<file path="config.mk">
export PLATFORM = sky130hd
export DESIGN_NAME = square_motion_ctrl
export DESIGN_NICKNAME = d
export VERILOG_FILES = /design/src/rtl/square_motion_ctrl.sv
export SDC_FILE = /design/constraint.sdc
export NUM_CORES = 1
export LEC_CHECK = 0
export CAP_MARGIN = 20
export CORE_ASPECT_RATIO = 0.7
export CORE_UTILIZATION = 30
export CTS_BUF_LIST = sky130_fd_sc_hd__clkbuf_16
export CTS_CLUSTER_DIAMETER = 150
export DETAILED_ROUTE_END_ITERATION = 6
export GPL_TIMING_DRIVEN = 0
export PLACE_DENSITY_LB_ADDON = 0.3
export SYNTH_ARGS = -nofsm -noshare
export SYNTH_HDL_FRONTEND = slang
export SYNTH_SLANG_ARGS = --single-unit
</file>
<file path="constraint.sdc">
create_clock -name clk -period 5.85 [get_ports clk]
set_input_delay 1.17 -clock clk [delete_from_list [all_inputs] [get_ports clk]]
set_output_delay 1.17 -clock clk [all_outputs]
set_load 0.01 [all_outputs]
</file>
<file path="src/rtl/square_motion_ctrl.sv">
// ---------------------------------------------------------------------------
// square_motion_ctrl : frame-synchronous square offset controller (bounce/seek)
// Rev 1.0
// ---------------------------------------------------------------------------
`default_nettype none

module square_motion_ctrl #(
  parameter int X_LIM  = 1055,
  parameter int Y_LIM  = 524,
  parameter int H_ACT  = 800,
  parameter int V_ACT  = 480,
  parameter int SQ_LEN = 100,
  parameter int STEP   = 2,
  parameter int X_INIT = 100,
  parameter int Y_INIT = 100
) (
  input  logic        clk,
  input  logic        reset,
  input  logic [10:0] Xpos,
  input  logic [9:0]  Ypos,
  input  logic        enable,
  input  logic        req_valid,
  input  logic [10:0] req_x,
  input  logic [9:0]  req_y,
  output logic        req_ready,
  output logic [10:0] sq_x,
  output logic [9:0]  sq_y,
  output logic        frame_tick,
  output logic [1:0]  mode
);

  typedef enum logic [1:0] {
    ST_IDLE = 2'd0,
    ST_MOVE = 2'd1,
    ST_SEEK = 2'd2
  } state_t;

  localparam int c_XMAX = H_ACT - 1 - SQ_LEN;
  localparam int c_YMAX = V_ACT - 1 - SQ_LEN;

  localparam logic signed [11:0] c_XMAX_S = 12'(c_XMAX);
  localparam logic signed [10:0] c_YMAX_S = 11'(c_YMAX);
  localparam logic signed [11:0] c_STEP_X = 12'(STEP);
  localparam logic signed [10:0] c_STEP_Y = 11'(STEP);

  state_t      state_q, state_d;
  logic [10:0] sq_x_q, sq_x_d;
  logic [9:0]  sq_y_q, sq_y_d;
  logic [10:0] tgt_x_q, tgt_x_d;
  logic [9:0]  tgt_y_q, tgt_y_d;
  logic        dir_x_q, dir_x_d;
  logic        dir_y_q, dir_y_d;
  logic        tick_q;

  logic               w_boundary;
  logic               w_accept;
  logic signed [11:0] w_bx;
  logic signed [10:0] w_by;
  logic signed [11:0] w_dx;
  logic signed [10:0] w_dy;
  logic [10:0]        w_sx;
  logic [9:0]         w_sy;

  assign w_boundary = (Xpos == 11'(X_LIM)) && (Ypos == 10'(Y_LIM));
  assign w_accept   = req_valid && (state_q != ST_SEEK);

  // One extra bit of signed headroom so a step below zero shows up as negative.
  assign w_bx = $signed({1'b0, sq_x_q}) + (dir_x_q ? c_STEP_X : -c_STEP_X);
  assign w_by = $signed({1'b0, sq_y_q}) + (dir_y_q ? c_STEP_Y : -c_STEP_Y);
  assign w_dx = $signed({1'b0, tgt_x_q}) - $signed({1'b0, sq_x_q});
  assign w_dy = $signed({1'b0, tgt_y_q}) - $signed({1'b0, sq_y_q});

  assign w_sx = (w_dx > c_STEP_X)  ? sq_x_q + 11'(STEP) :
                (w_dx < -c_STEP_X) ? sq_x_q - 11'(STEP) : tgt_x_q;
  assign w_sy = (w_dy > c_STEP_Y)  ? sq_y_q + 10'(STEP) :
                (w_dy < -c_STEP_Y) ? sq_y_q - 10'(STEP) : tgt_y_q;

  always_comb begin
    state_d = state_q;
    sq_x_d  = sq_x_q;
    sq_y_d  = sq_y_q;
    tgt_x_d = tgt_x_q;
    tgt_y_d = tgt_y_q;
    dir_x_d = dir_x_q;
    dir_y_d = dir_y_q;

    if (w_accept) begin
      state_d = ST_SEEK;
      tgt_x_d = (req_x > 11'(c_XMAX)) ? 11'(c_XMAX) : req_x;
      tgt_y_d = (req_y > 10'(c_YMAX)) ? 10'(c_YMAX) : req_y;
    end else if (w_boundary) begin
      case (state_q)
        ST_IDLE: begin
          if (enable) state_d = ST_MOVE;
        end
        ST_MOVE: begin
          if (!enable) begin
            state_d = ST_IDLE;
          end else begin
            if (w_bx > c_XMAX_S) begin
              sq_x_d  = 11'(c_XMAX);
              dir_x_d = 1'b0;
            end else if (w_bx < 12'sd0) begin
              sq_x_d  = 11'd0;
              dir_x_d = 1'b1;
            end else begin
              sq_x_d  = w_bx[10:0];
            end
            if (w_by > c_YMAX_S) begin
              sq_y_d  = 10'(c_YMAX);
              dir_y_d = 1'b0;
            end else if (w_by < 11'sd0) begin
              sq_y_d  = 10'd0;
              dir_y_d = 1'b1;
            end else begin
              sq_y_d  = w_by[9:0];
            end
          end
        end
        ST_SEEK: begin
          sq_x_d = w_sx;
          sq_y_d = w_sy;
          if ((w_sx == tgt_x_q) && (w_sy == tgt_y_q)) state_d = ST_IDLE;
        end
        default: state_d = ST_IDLE;
      endcase
    end
  end

  always_ff @(posedge clk or posedge reset) begin
    if (reset) begin
      state_q <= ST_IDLE;
      sq_x_q  <= 11'(X_INIT);
      sq_y_q  <= 10'(Y_INIT);
      tgt_x_q <= 11'd0;
      tgt_y_q <= 10'd0;
      dir_x_q <= 1'b1;
      dir_y_q <= 1'b1;
      tick_q  <= 1'b0;
    end else begin
      state_q <= state_d;
      sq_x_q  <= sq_x_d;
      sq_y_q  <= sq_y_d;
      tgt_x_q <= tgt_x_d;
      tgt_y_q <= tgt_y_d;
      dir_x_q <= dir_x_d;
      dir_y_q <= dir_y_d;
      tick_q  <= w_boundary;
    end
  end

  assign req_ready  = (state_q != ST_SEEK);
  assign sq_x       = sq_x_q;
  assign sq_y       = sq_y_q;
  assign frame_tick = tick_q;
  assign mode       = state_q;

endmodule

`default_nettype wire

</file>
### A small window of the routed layout

Scale bar: 5 um. Window x 73 to 93, y 72 to 92 um. Cells in grey, sequential cells in the stronger grey; small squares are vias.
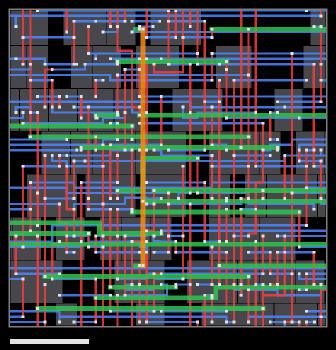
green -> M3
red -> M2
blue -> M1
orange -> M4
most frequent = o21ai_0 (7), nand3_1 (5), xnor2_1 (5)
sequential cells in the window = 0
cells with their middle in the window = 47

==> summary.txt <==
Here are the numbers from the latest Yosys + OpenROAD run.

The sequential cell count of the final layout is 47. The gate count of the mapped netlist came out at 749. The required time at the endpoint of the critical path came out at 6010 ps. The synthesis-to-finish area growth is 20.3%.

Of the synthesized area, sequential elements account for 0.208. After detailed placement, the total cell area comes to 6720 sq um. The least setup slack across all paths after layout is 761 ps. The logic area came out at 4190 sq um.

The OpenROAD warning count came out at 31. The biggest area consumer among cell classes is multi-input combinational cells. Excluding fillers, the count of instances in the completed layout stands at 1064. The sequential portion of the cell area came out at 0.173. The worst register-to-register path ends at mode[0]. The biggest area contributor in the post-synthesis netlist is sky130_fd_sc_hd__dfrtp_1. The met1 wire length came out at 10800 um. The setup slack of the most critical reg-to-reg path is 760 ps.

The via count of the first global-routing pass was 5626. The detailed-route via count came out at 6225. Input and output buffers added on the ports amount to 70.

The overall global routing resource usage is 0.204. The initial detailed-routing violation count came out at 867. met2 track demand over resource after global routing is 0.247. The worst hold margin came out at 529 ps.

The commonest cells after synthesis are sky130_fd_sc_hd__a21oi_1, sky130_fd_sc_hd__nor2_1, sky130_fd_sc_hd__o21ai_0. The total half-perimeter wirelength after legalization and detailed placement came out at 16000 um. According to the timing report, the critical path is launched from sq_y[1]. The routed layout reports a DRC error count of 0. Looking at the post-CTS report, the setup buffer insertion count equals 0. The overall power after layout is 1260 uW. The path depth of the worst reg2reg path is 16.

The relative area of non-clock buffer cells in the final design is 0.120. The number of hold buffers added after CTS was 0. Sorting the synthesized cells by area gives the leading types as sky130_fd_sc_hd__dfrtp_1, sky130_fd_sc_hd__ha_1, sky130_fd_sc_hd__a21oi_1, sky130_fd_sc_hd__o21ai_0, sky130_fd_sc_hd__xnor2_1. The detailed router used layers up to and including met4. The worst hold path belongs to the class flop to flop. For this run, global-route usage on met3 was measured as 0.0472. The flow ran to the end, and the final reports show no timing, DRC or antenna violations. The wire length on met2 came out at 7050 um.

The placement-stage worst setup slack is 919 ps. The most used routing layer is met1. The worst min-delay path startpoint is dir_x_q. The number of instances on the worst hold path is 2. The final number of hold-violating endpoints came out at 0.

The height of the die came out at 117 um. The final critical path time including I/O delays and setup is 5090 ps. The initial antenna violation count was 0. The layout filler cell count is 1910. The critical path in this run is classified as flop to flop. Checking max transition, the worst relative margin is 0.273.

The total area of sequential cells is 1190 sq um. In the final layout, excluding clock inverters the inverter count is 59. The layout report lists the clock-cell share of area as 0.0210.

STA lists the startpoint of the worst register-to-register path as sq_y[1]. The via-per-instance ratio came out at 5.85. The synthesized design contains 47 register bits. Yosys instantiated no cell more often than sky130_fd_sc_hd__a21oi_1. The number of cell instances after yosys synthesis came out at 749. The worst vdd rail ir drop came out at 0.0911 mV. The total number of nets in the final design is 923. Looking at the clock tree report, the root buffer type is sky130_fd_sc_hd__clkbuf_16.

The post-synthesis instance area came out at 5710 sq um. The final report gives the core utilization as 0.375. Multi-input logic gates represent a cell area share of 0.611. The final-report max-slew violation count came out at 0. The area of the synthesized netlist per yosys stat is 5710 sq um. CTS built an H-tree with a depth of 2. The maximum fanout along the worst path came out at 10. The first global-routing pass estimated 31500 um of wire. The largest net degree at the start of global routing is 39. The last element of the critical path is mode[0]. The post-detailed-route count of antenna-violating nets came out at 0. The share of cells above drive strength 1 came out at 0.0531. For this run, asynchronously set or reset flops after synthesis account for 1.00. The count of flip-flops with a built-in enable after synthesis is 0. The data arrival time at the worst-slack endpoint came out at 5250 ps. The final antenna diode count came out at 0. The commonest register cell is sky130_fd_sc_hd__dfrtp_1.

The ratio of final minimum period to clock period came out at 0.870. Setup repair after global routing left no endpoint under its margin. The run reported a max-capacitance violation count of 0.
### Clock wiring as the flow saved it

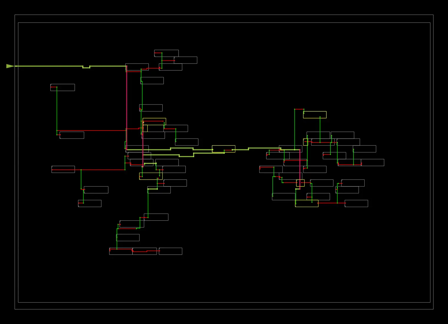
clock buffers: 5
clock latency of the later-clocked register in the worst-skew pair: 300 ps
power of the clock network: 289 uW
clk sink count: 47

==> where the power goes <==
group | total (uW) | internal (uW) | leakage (uW) | switching, uW
combinational | 558 | 240 | 0.00214 | 318
sequential | 414 | 354 | 0.000520 | 60.8
clock | 289 | 159 | 0.0000740 | 131
==> sequential cells by signal, indices dropped and copies added, names as in the netlist <==
register    cells
dir_x_q         1
dir_y_q         1
frame_tick      1
mode            2
sq_x           11
sq_y           10
tgt_x_q        11
tgt_y_q        10
==> worst max-delay path, cell delays in order, from the launching register on <==
cell                        delay [ps]
sky130_fd_sc_hd__dfrtp_1           450
sky130_fd_sc_hd__clkbuf_1          440
sky130_fd_sc_hd__inv_1             350
sky130_fd_sc_hd__fa_1              550
sky130_fd_sc_hd__a21oi_1           160
sky130_fd_sc_hd__nor2_1            100
sky130_fd_sc_hd__or3_1             370
sky130_fd_sc_hd__a211oi_1          260
sky130_fd_sc_hd__o2111ai_1         190
sky130_fd_sc_hd__o21ai_1           270
sky130_fd_sc_hd__buf_2             290
sky130_fd_sc_hd__nor2_1            100
sky130_fd_sc_hd__a21oi_1           190
sky130_fd_sc_hd__o2111ai_1         150
sky130_fd_sc_hd__or4_1             610
sky130_fd_sc_hd__o41ai_2           340
sky130_fd_sc_hd__a211oi_1          120
==> logic make-up after synthesis <==
family                   Yosys count  synth area share
AND-OR/OR-AND                    278             0.330
AND/OR/NAND/NOR                  249             0.221
buffers and inverters             81            0.0570
adder cells (fa/ha/maj)           50             0.115
flip-flops                        47             0.208
XOR/XNOR                          39            0.0599
multiplexers                       5           0.00921
==> layout by cell type, fill, tap and decap left out, types with 5 or more instances in the layout <==
cell                              instances
sky130_fd_sc_hd__o22a_1                   7
sky130_fd_sc_hd__and3_1                  11
sky130_fd_sc_hd__o2111ai_1                7
sky130_fd_sc_hd__clkdlybuf4s50_1         70
sky130_fd_sc_hd__clkbuf_1                17
sky130_fd_sc_hd__o211ai_1                11
sky130_fd_sc_hd__nand3_1                 21
sky130_fd_sc_hd__nor4_1                   7
sky130_fd_sc_hd__nand2_1                 50
sky130_fd_sc_hd__a22oi_1                  5
sky130_fd_sc_hd__o21a_1                   6
sky130_fd_sc_hd__nor2_1                  67
sky130_fd_sc_hd__clkbuf_16                5
sky130_fd_sc_hd__o21ai_0                 58
sky130_fd_sc_hd__inv_1                   56
sky130_fd_sc_hd__nand2b_1                 7
sky130_fd_sc_hd__xnor2_1                 29
sky130_fd_sc_hd__xor2_1                  10
sky130_fd_sc_hd__or2_2                    9
sky130_fd_sc_hd__a221oi_1                 6
sky130_fd_sc_hd__a31oi_1                  5
sky130_fd_sc_hd__nand4_1                 10
sky130_fd_sc_hd__a211oi_1                14
sky130_fd_sc_hd__nor2b_1                 11
sky130_fd_sc_hd__o21bai_1                 8
sky130_fd_sc_hd__o221ai_1                 5
sky130_fd_sc_hd__dfrtp_1                 39
sky130_fd_sc_hd__or3_1                   12
sky130_fd_sc_hd__a21oi_1                 71
sky130_fd_sc_hd__a21o_1                  21
sky130_fd_sc_hd__dfstp_2                  8
sky130_fd_sc_hd__ha_1                    46
sky130_fd_sc_hd__nor3_1                  17
sky130_fd_sc_hd__and2_1                  10
Power and IR drop assume default switching activity.
